### src/rtl/turn_sig_pkg.sv
// turn_sig_pkg: lever conditioner state encoding and Moore output decode.
package turn_sig_pkg;
  typedef enum logic [1:0] {IDLE, LEFT, RIGHT, HAZARD} lever_state_t;
  function automatic logic [2:0] lever_outs(lever_state_t s);
    return {s == LEFT || s == HAZARD, s == RIGHT || s == HAZARD, s == HAZARD};
  endfunction
endpackage

### src/rtl/debounce_filter.sv
// debounce_filter: two-flop synchronizer followed by a consecutive-cycle debounce counter.
module debounce_filter #(
  parameter int DEBOUNCE_CYCLES = 4,
  localparam int CNT_W = $clog2(DEBOUNCE_CYCLES + 1)
) (
  input  logic clk,
  input  logic reset,
  input  logic raw,
  output logic db
);
  logic sync1, sync2;
  logic [CNT_W-1:0] cnt;
  always_ff @(posedge clk or posedge reset)
    if (reset) begin
      sync1 <= 1'b0;
      sync2 <= 1'b0;
      db    <= 1'b0;
      cnt   <= '0;
    end else begin
      sync1 <= raw;
      sync2 <= sync1;
      if (sync2 == db) cnt <= '0;
      else if (cnt == CNT_W'(DEBOUNCE_CYCLES - 1)) begin
        db  <= sync2;
        cnt <= '0;
      end else cnt <= cnt + CNT_W'(1);
    end
endmodule

### src/rtl/turn_lever_conditioner.sv
// turn_lever_conditioner: debounces cockpit switches and produces consistent left/right/hazard requests.
module turn_lever_conditioner
  import turn_sig_pkg::*;
#(
  parameter int DEBOUNCE_CYCLES = 4
) (
  input  logic clk,
  input  logic reset,
  input  logic lever_l_raw,
  input  logic lever_r_raw,
  input  logic hazard_btn_raw,
  output logic left,
  output logic right,
  output logic hazard_active
);
  logic db_l, db_r, db_h, prev_h, hazard_edge;
  lever_state_t state, next;
  debounce_filter #(.DEBOUNCE_CYCLES(DEBOUNCE_CYCLES)) u_db_l (.clk(clk), .reset(reset), .raw(lever_l_raw), .db(db_l));
  debounce_filter #(.DEBOUNCE_CYCLES(DEBOUNCE_CYCLES)) u_db_r (.clk(clk), .reset(reset), .raw(lever_r_raw), .db(db_r));
  debounce_filter #(.DEBOUNCE_CYCLES(DEBOUNCE_CYCLES)) u_db_h (.clk(clk), .reset(reset), .raw(hazard_btn_raw), .db(db_h));
  assign hazard_edge = db_h & ~prev_h;
  // Hazard edge takes priority; LEFT/RIGHT always fall back to IDLE before swapping sides.
  always_comb begin
    next = state;
    if (hazard_edge) next = (state == HAZARD) ? IDLE : HAZARD;
    else if (state == IDLE) next = (db_l & ~db_r) ? LEFT : (db_r & ~db_l) ? RIGHT : IDLE;
    else if (state == LEFT) next = (!db_l || db_r) ? IDLE : LEFT;
    else if (state == RIGHT) next = (!db_r || db_l) ? IDLE : RIGHT;
  end
  always_ff @(posedge clk or posedge reset)
    if (reset) begin
      state  <= IDLE;
      prev_h <= 1'b0;
      {left, right, hazard_active} <= 3'b000;
    end else begin
      state  <= next;
      prev_h <= db_h;
      {left, right, hazard_active} <= lever_outs(next);
    end
endmodule

### config.mk
export PLATFORM = sky130hd
export DESIGN_NAME = turn_lever_conditioner
export DESIGN_NICKNAME = d
export VERILOG_FILES = /design/src/rtl/turn_sig_pkg.sv /design/src/rtl/debounce_filter.sv /design/src/rtl/turn_lever_conditioner.sv
export SDC_FILE = /design/constraint.sdc
export NUM_CORES = 1
export LEC_CHECK = 0
export ABC_AREA = 1
export CAP_MARGIN = 0
export CORE_UTILIZATION = 50
export DETAILED_ROUTE_END_ITERATION = 16
export PLACE_DENSITY = 0.71
export SYNTH_ARGS = -nofsm -noshare
export SYNTH_HDL_FRONTEND = slang
export SYNTH_SLANG_ARGS = --single-unit
### constraint.sdc
create_clock -name clk -period 2.3 [get_ports clk]
set_clock_uncertainty 0.05 [all_clocks]
set_input_delay 0.46 -clock clk [delete_from_list [all_inputs] [get_ports clk]]
set_output_delay 0.46 -clock clk [all_outputs]
set_load 0.05 [all_outputs]
### Metal 2, run 1

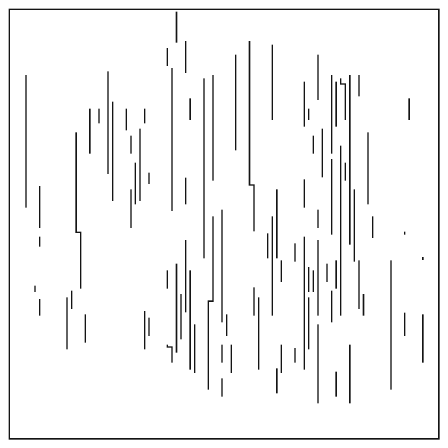
main direction: vertical
share of all routed wire: 48%
nets with wire on the layer: 74
wire length on this layer: 487 microns
longest straight run: 18.0 microns

### Cell density map, run 1

Bar = 10 microns. 9 x 9 tiles, from dark blue (low) to red (high), 0 to 100% covered.
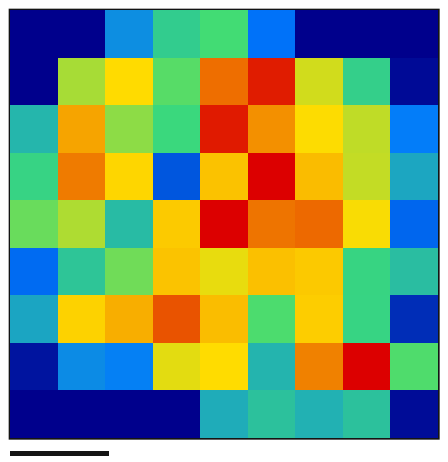
emptiest ninth of the die: lower left
fullest tile: 100%
densest ninth of the die: center
mean over tiles: 51%

### Signal wires on met1, run 1

Cells faint in the background.
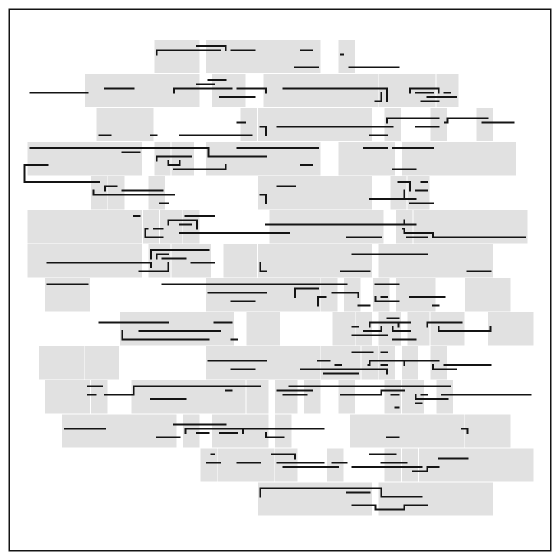
wire length on this layer: 489 microns
longest straight run: 14.7 microns

### Cells by drive strength, run 1

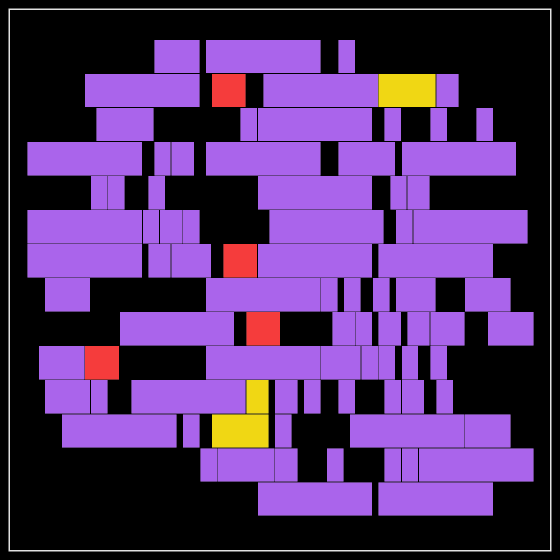
| size | color | cells |
|---|---|---|
| _0 and _1 cells | purple | 80 |
| _2 cells | yellow | 3 |
| _3 and _4 cells | red | 4 |

==> impl_metrics.ini, run 1 <==
; flow metrics
[status]
outcome = finished clean

[cells_and_area]
syn2layout_area_growth_pct = 14.8

[power]
leakagePower_nw = 0.503
power_density_nw_per_um2 = 1200

[run]
warnings = 26

[global_routing]
grt_pass1_vias = 482
grt_start_max_net_pins = 24
grt_pass1_wl_mm = 1.93
antenna_found_initial = 0

[cts]
cts_buffers = 3
post_cts.repair.setup_buffers = 0
clockRootBuffer = clkbuf_4
h-tree-depth = 1
ctsHoldBuffers = 0
clock_latency_ps = 290

[placed_design]
portBuffers = 7
dpl_cell_area_sq_um = 945
post-dp-hpwl_microns = 799
dp_slack_ps = 638

[routing]
dr.pass1.iters = 3
viasPerCell = 4.69

[floorplanning]
die_area_sq_um = 1860
die_x_microns = 43.2
io_pins = 8
coreArea_sq_um = 1540

[synth]
yosys.cell_types.count = 12
ys_area_sq_um = 847
yosysSeqAreaShare_pct = 67.9
synth_area_sq_um = 847

[sta]
rsz0062_at_grt = no
slew-limit-headroom_pct = 67.4

[worst_setup_path]
worstSetupPathType = reg -> out
crit_buf_inv = 1
critical-path-top-delay-family = buffers and inverters
cp.required_ps = 1790

[worst_hold_path]
hold_path_class = reg -> reg
-- run 1: cells in the mapped netlist --
cell type / instances
nand3_1: 3
nand3b_1: 1
nand2_1: 9
nor3b_2: 2
nor2_1: 7
inv_1: 16
ha_1: 3
dfrtp_1: 23
o21ai_0: 1
nor3_1: 4
xnor2_1: 3
a21oi_1: 3
-- run 1: per-layer routing --
metal	vias to the layer above	part of all wire, %	wire (microns)	track usage, %
met3	2	3.1	31	2.55
met4	0	0.89	9	9.09
met1	221	48	489	18.5
met5	-	0	0	0
met2	7	48	486	23.0
li1	253	-	-	-
-- run 1: sequential cells by signal (all words and copies together), names as in the netlist, 2 cells and up --
| name | flops |
|---|---|
| state | 2 |
| u_db_h.cnt | 3 |
| u_db_l.cnt | 3 |
| u_db_r.cnt | 3 |
-- run 1: cells by family (layout without fill, tap and decap cells) --
| kind of cell | Yosys count | in the layout | synth area share, % |
|---|---|---|---|
| xor gates and xnor gates | 3 | 3 | 3.10 |
| buffers and inverters | 16 | 28 | 7.09 |
| AOI/OAI and AO/OA | 4 | 4 | 2.36 |
| and+or+nand+nor | 26 | 26 | 15.1 |
| DFF | 23 | 23 | 67.9 |
| adders and majority gates | 3 | 3 | 4.43 |
-- run 1: final cells by class --
cell class	count	share of cell area, %
tap	16	2.06
clock inverter	1	0.515
inverter	16	6.18
multi-input combinational	36	21.8
sequential	23	59.2
clock buffer	3	2.32
timing repair buffer	8	7.98
-- run 1: cell usage in the layout (no fill, tap or decap), drive strengths merged --
master,instances
dfrtp,23
nand3b,1
clkdlybuf4s50,7
clkbuf,3
nand2,9
xnor2,3
a21oi,3
o21ai,1
nor3b,2
buf,1
nand3,3
inv,16
nor2,7
clkinv,1
nor3,4
ha,3
-- run 1: worst paths after layout --
path / slack (ps) / cells after the start / end / startpoint
max: 310 / 1 / left / state[0]
max in group asynchronous: 1560 / 3 / u_db_r.sync1 / reset
min reg2reg: 320 / 0 / u_db_r.sync2 / u_db_r.sync1
min in group asynchronous: 430 / 3 / u_db_l.cnt[0] / reset
min: 320 / 0 / u_db_r.sync2 / u_db_r.sync1
max reg2reg: 1260 / 4 / u_db_h.cnt[0] / u_db_h.cnt[0]
-- run 1: report_power, final --
group          internal (mW)  switching, mW  leakage, nW
logic                  0.159          0.247        0.199
clock network         0.0647          0.109       0.0177
registers              0.518         0.0660        0.286
total                  0.742          0.422        0.503
==> run 1 -> run 2 <==
--- a/config.mk
+++ b/config.mk
@@ -7,8 +7,10 @@
 export LEC_CHECK = 0
 export ABC_AREA = 1
 export CAP_MARGIN = 0
+export CORE_MARGIN = 1
 export CORE_UTILIZATION = 50
 export DETAILED_ROUTE_END_ITERATION = 16
+export HOLD_SLACK_MARGIN = 0.12
 export PLACE_DENSITY = 0.71
 export SYNTH_ARGS = -nofsm -noshare
 export SYNTH_HDL_FRONTEND = slang
### Cells by drive strength, run 2

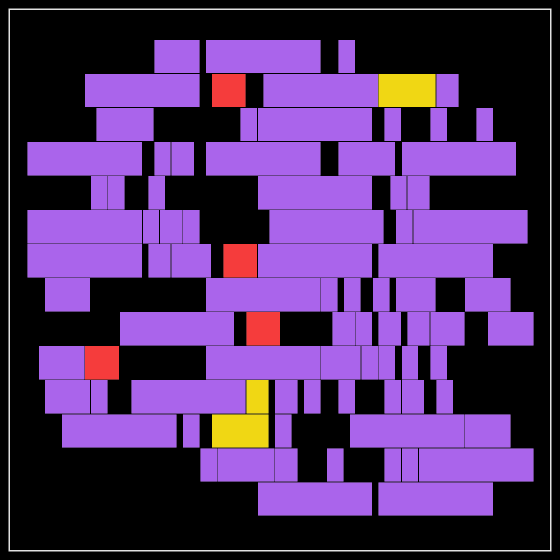
| size | color | cells |
|---|---|---|
| _3 and _4 cells | red | 4 |
| _0 and _1 cells | purple | 80 |
| _2 cells | yellow | 3 |

==> impl_metrics.ini, run 2 <==
; flow metrics
[status]
outcome = finished clean

[worst_setup_path]
startpoint = state[0]
cp.required_ps = 1790
ff2ff_path_depth = 4
r2r_start = u_db_h.cnt[0]
crit_buf_inv = 1
r2r_setup_slack_ps = 1260
worstReg2RegEnd = u_db_h.cnt[0]
path_depth = 1
crit_end = left

[synth]
adder_share_pct = 4.43
mux_share_pct = 0
edf_count = 0
synthTopLogicFamily = simple AND/OR/NAND/NOR gates
aoi_share_pct = 2.36
synthTopCellsByCount = dfrtp_1, inv_1, nand2_1, nor2_1, nor3_1
async_reset_ff_share_pct = 100
yosys.cell_types.count = 12
yosys.area_share.simple_pct = 15.1
synth_area_sq_um = 847

[cts]
clock_latency_ps = 290
post_cts.repair.setup_buffers = 0
clockRootBuffer = clkbuf_4

[sta]
rsz0062_at_grt = no

[cells_and_area]
mostFrequentLayoutCells = dfrtp_1, inv_1, nand2_1
syn2layout_area_growth_pct = 14.8

[power]
leakagePower_nw = 0.503
power_density_nw_per_um2 = 1200

[global_routing]
grt_pass1_vias = 482
grt_pass1_wl_mm = 1.93
grt_start_max_net_pins = 24

[worst_hold_path]
hold_path_class = reg -> reg

[placed_design]
portBuffers = 7
dpl_cell_area_sq_um = 945
post-dp-hpwl_microns = 799
dp_slack_ps = 638

[routing]
met3WireLength_microns = 31
met1_length_microns = 489
topRoutingLayerUsed = met4
wl_met2_microns = 486

[run]
warnings = 26

[floorplanning]
die_x_microns = 43.2
## run 2: cell counts in the layout (fill, tap and decap cells not counted)
Identical to the previous run, type by type.
## run 2: per-layer routing
metal | global-route usage [%] | up-vias
li1 | - | 253
met1 | 18.5 | 221
met2 | 23.0 | 7
met3 | 2.55 | 2
met4 | 9.09 | 0
met5 | 0 | -
## run 2: final cells by class
class                   instances  share of cell area, %
clock buffers                   3                   2.32
clock inverters                 1                  0.515
flip-flops and latches         23                   59.2
inverters                      16                   6.18
multi-input cells              36                   21.8
well taps                      16                   2.06
repair buffers                  8                   7.98
## run 2: worst min path at each step
| stage | cells after the start | from | end |
|---|---|---|---|
| floorplan | 0 | u_db_h.sync1 | u_db_h.sync2 |
| global placement | 0 | u_db_l.sync1 | u_db_l.sync2 |
| detailed placement | 0 | u_db_l.sync1 | u_db_l.sync2 |
| CTS | 0 | u_db_l.sync1 | u_db_l.sync2 |
| global route | 0 | u_db_r.sync1 | u_db_r.sync2 |
| finish | 0 | u_db_r.sync1 | u_db_r.sync2 |
## run 2: cells by family after synthesis
kind of cell	after synthesis
xor+xnor	3
fa+ha+maj	3
flops	23
compound gates	4
buf+inv	16
simple gates	26
## run 2: power by group
part | total [mW] | internal [mW] | switching [mW] | leakage, nW
combinational | 0.406 | 0.159 | 0.247 | 0.199
clock | 0.173 | 0.0647 | 0.109 | 0.0177
sequential | 0.584 | 0.518 | 0.0660 | 0.286
total | 1.16 | 0.742 | 0.422 | 0.503
==> run 2 -> run 3 <==
--- a/config.mk
+++ b/config.mk
@@ -6,6 +6,7 @@
 export NUM_CORES = 1
 export LEC_CHECK = 0
 export ABC_AREA = 1
+export ABC_CLOCK_PERIOD_IN_PS = 2300
 export CAP_MARGIN = 0
 export CORE_MARGIN = 1
 export CORE_UTILIZATION = 50
### Signal wires on met1, run 3

Cells faint in the background.
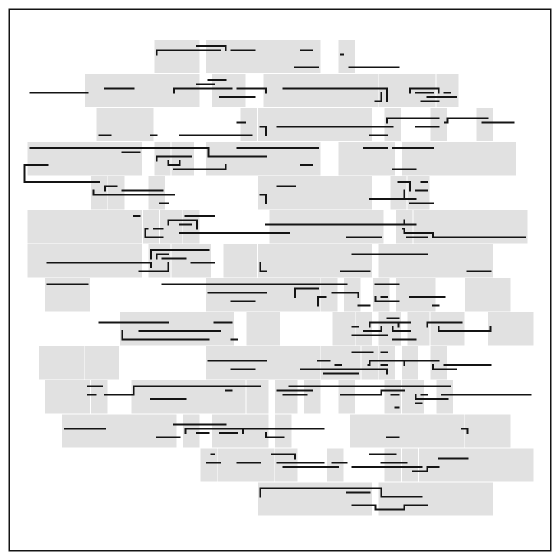
share of all routed wire: 48%
longest straight run: 14.7 microns

==> impl_metrics.ini, run 3 <==
; flow metrics
[synth]
yosysSeqAreaShare_pct = 67.9
edf_count = 0
synth_area_sq_um = 847
most_common_cell = dfrtp_1
yosys.cell_types.count = 12
ys_area_sq_um = 847
async_reset_ff_share_pct = 100
synthFlopType = dfrtp_1
synthTopCellsByCount = dfrtp_1, inv_1, nand2_1, nor2_1, nor3_1

[run]
warnings = 26

[cts]
clock_latency_ps = 290
ctsHoldBuffers = 0
h-tree-depth = 1
cts_buffers = 3
post_cts.repair.setup_buffers = 0
clockRootBuffer = clkbuf_4

[global_routing]
grt_pass1_vias = 482
grt_pass1_wl_mm = 1.93
grt_start_max_net_pins = 24
antenna_found_initial = 0

[worst_setup_path]
cp.required_ps = 1790
worstSetupPathType = reg -> out
r2r_start = u_db_h.cnt[0]
path_depth = 1
startpoint = state[0]
critical-path-top-delay-family = buffers and inverters
crit_end = left
r2r_setup_slack_ps = 1260
ff2ff_path_depth = 4
worstReg2RegEnd = u_db_h.cnt[0]
crit_buf_inv = 1

[cells_and_area]
mostFrequentLayoutCells = dfrtp_1, inv_1, nand2_1
layout_top_cell = dfrtp_1

[power]
p_sw_mw = 0.422
internal_power_mw = 0.742
power.share.clock_pct = 14.9
p_comb_share_pct = 34.9
switching_share_pct = 36.3
power_density_nw_per_um2 = 1200

[floorplanning]
die_x_microns = 43.2
die_area_sq_um = 1860
coreArea_sq_um = 1540

[status]
outcome = finished clean

[routing]
viasPerCell = 4.69
dr.pass1.iters = 3

[sta]
rsz0062_at_grt = no
slew-limit-headroom_pct = 67.4

[worst_hold_path]
hold_path_class = reg -> reg

[placed_design]
post-dp-hpwl_microns = 799
## run 3: cell counts in the layout (fill, tap and decap cells not counted)
No cell type changed its count.
## run 3: how the worst min path moves through the flow
stage                 startpoint           end  slack [ps]  depth (start not counted)
finish              u_db_r.sync1  u_db_r.sync2         320                          0
global route        u_db_r.sync1  u_db_r.sync2         330                          0
CTS                 u_db_l.sync1  u_db_l.sync2         320                          0
detailed placement  u_db_l.sync1  u_db_l.sync2         300                          0
global placement    u_db_l.sync1  u_db_l.sync2         280                          0
floorplan           u_db_h.sync1  u_db_h.sync2         280                          0
## run 3: layout make-up
cell class	instances	area share (%)
flip-flops and latches	23	59.2
inverters	16	6.18
clock buffers	3	2.32
well taps	16	2.06
clock inverters	1	0.515
repair buffers	8	7.98
multi-input cells	36	21.8
## run 3: cell families (layout without fill, tap and decap cells)
| group | count (synthesis) | after routing | synth area share (%) |
|---|---|---|---|
| AND-OR/OR-AND | 4 | 4 | 2.36 |
| XOR/XNOR | 3 | 3 | 3.10 |
| adder cells (fa/ha/maj) | 3 | 3 | 4.43 |
| buffers and inverters | 16 | 28 | 7.09 |
| flip-flops | 23 | 23 | 67.9 |
| AND/OR/NAND/NOR | 26 | 26 | 15.1 |
## run 3: per-stage QoR
stage                     cell area, sq um  utilization [%]  hold WS, ps  total power [mW]  setup slack (ps)
after floorplan                        847                -          281             0.895              1060
after global placement                 945             61.3          282             0.985               664
after detailed placement               945             61.3          298              1.01               638
after CTS                              972             63.1          325              1.18               293
after global routing                   972             63.1          332              1.26               259
final                                  972             63.1          322              1.16               312
## run 3: per-layer routing
layer	track usage, %	vias to the layer above	share of wire [%]	wire length [microns]
met3	2.55	2	3.1	31
met5	0	-	0	0
met4	9.09	0	0.89	9
met2	23.0	7	48	486
met1	18.5	221	48	489
li1	-	253	-	-
## run 3: power groups by stage
stage / clock network [mW] / logic (mW) / registers [mW]
after floorplan: 0 / 0.237 / 0.658
after global placement: 0 / 0.397 / 0.589
after detailed placement: 0 / 0.414 / 0.596
after CTS: 0.180 / 0.416 / 0.587
after global routing: 0.195 / 0.466 / 0.600
final: 0.173 / 0.406 / 0.584
Power is estimated from default activity; no workload was simulated.
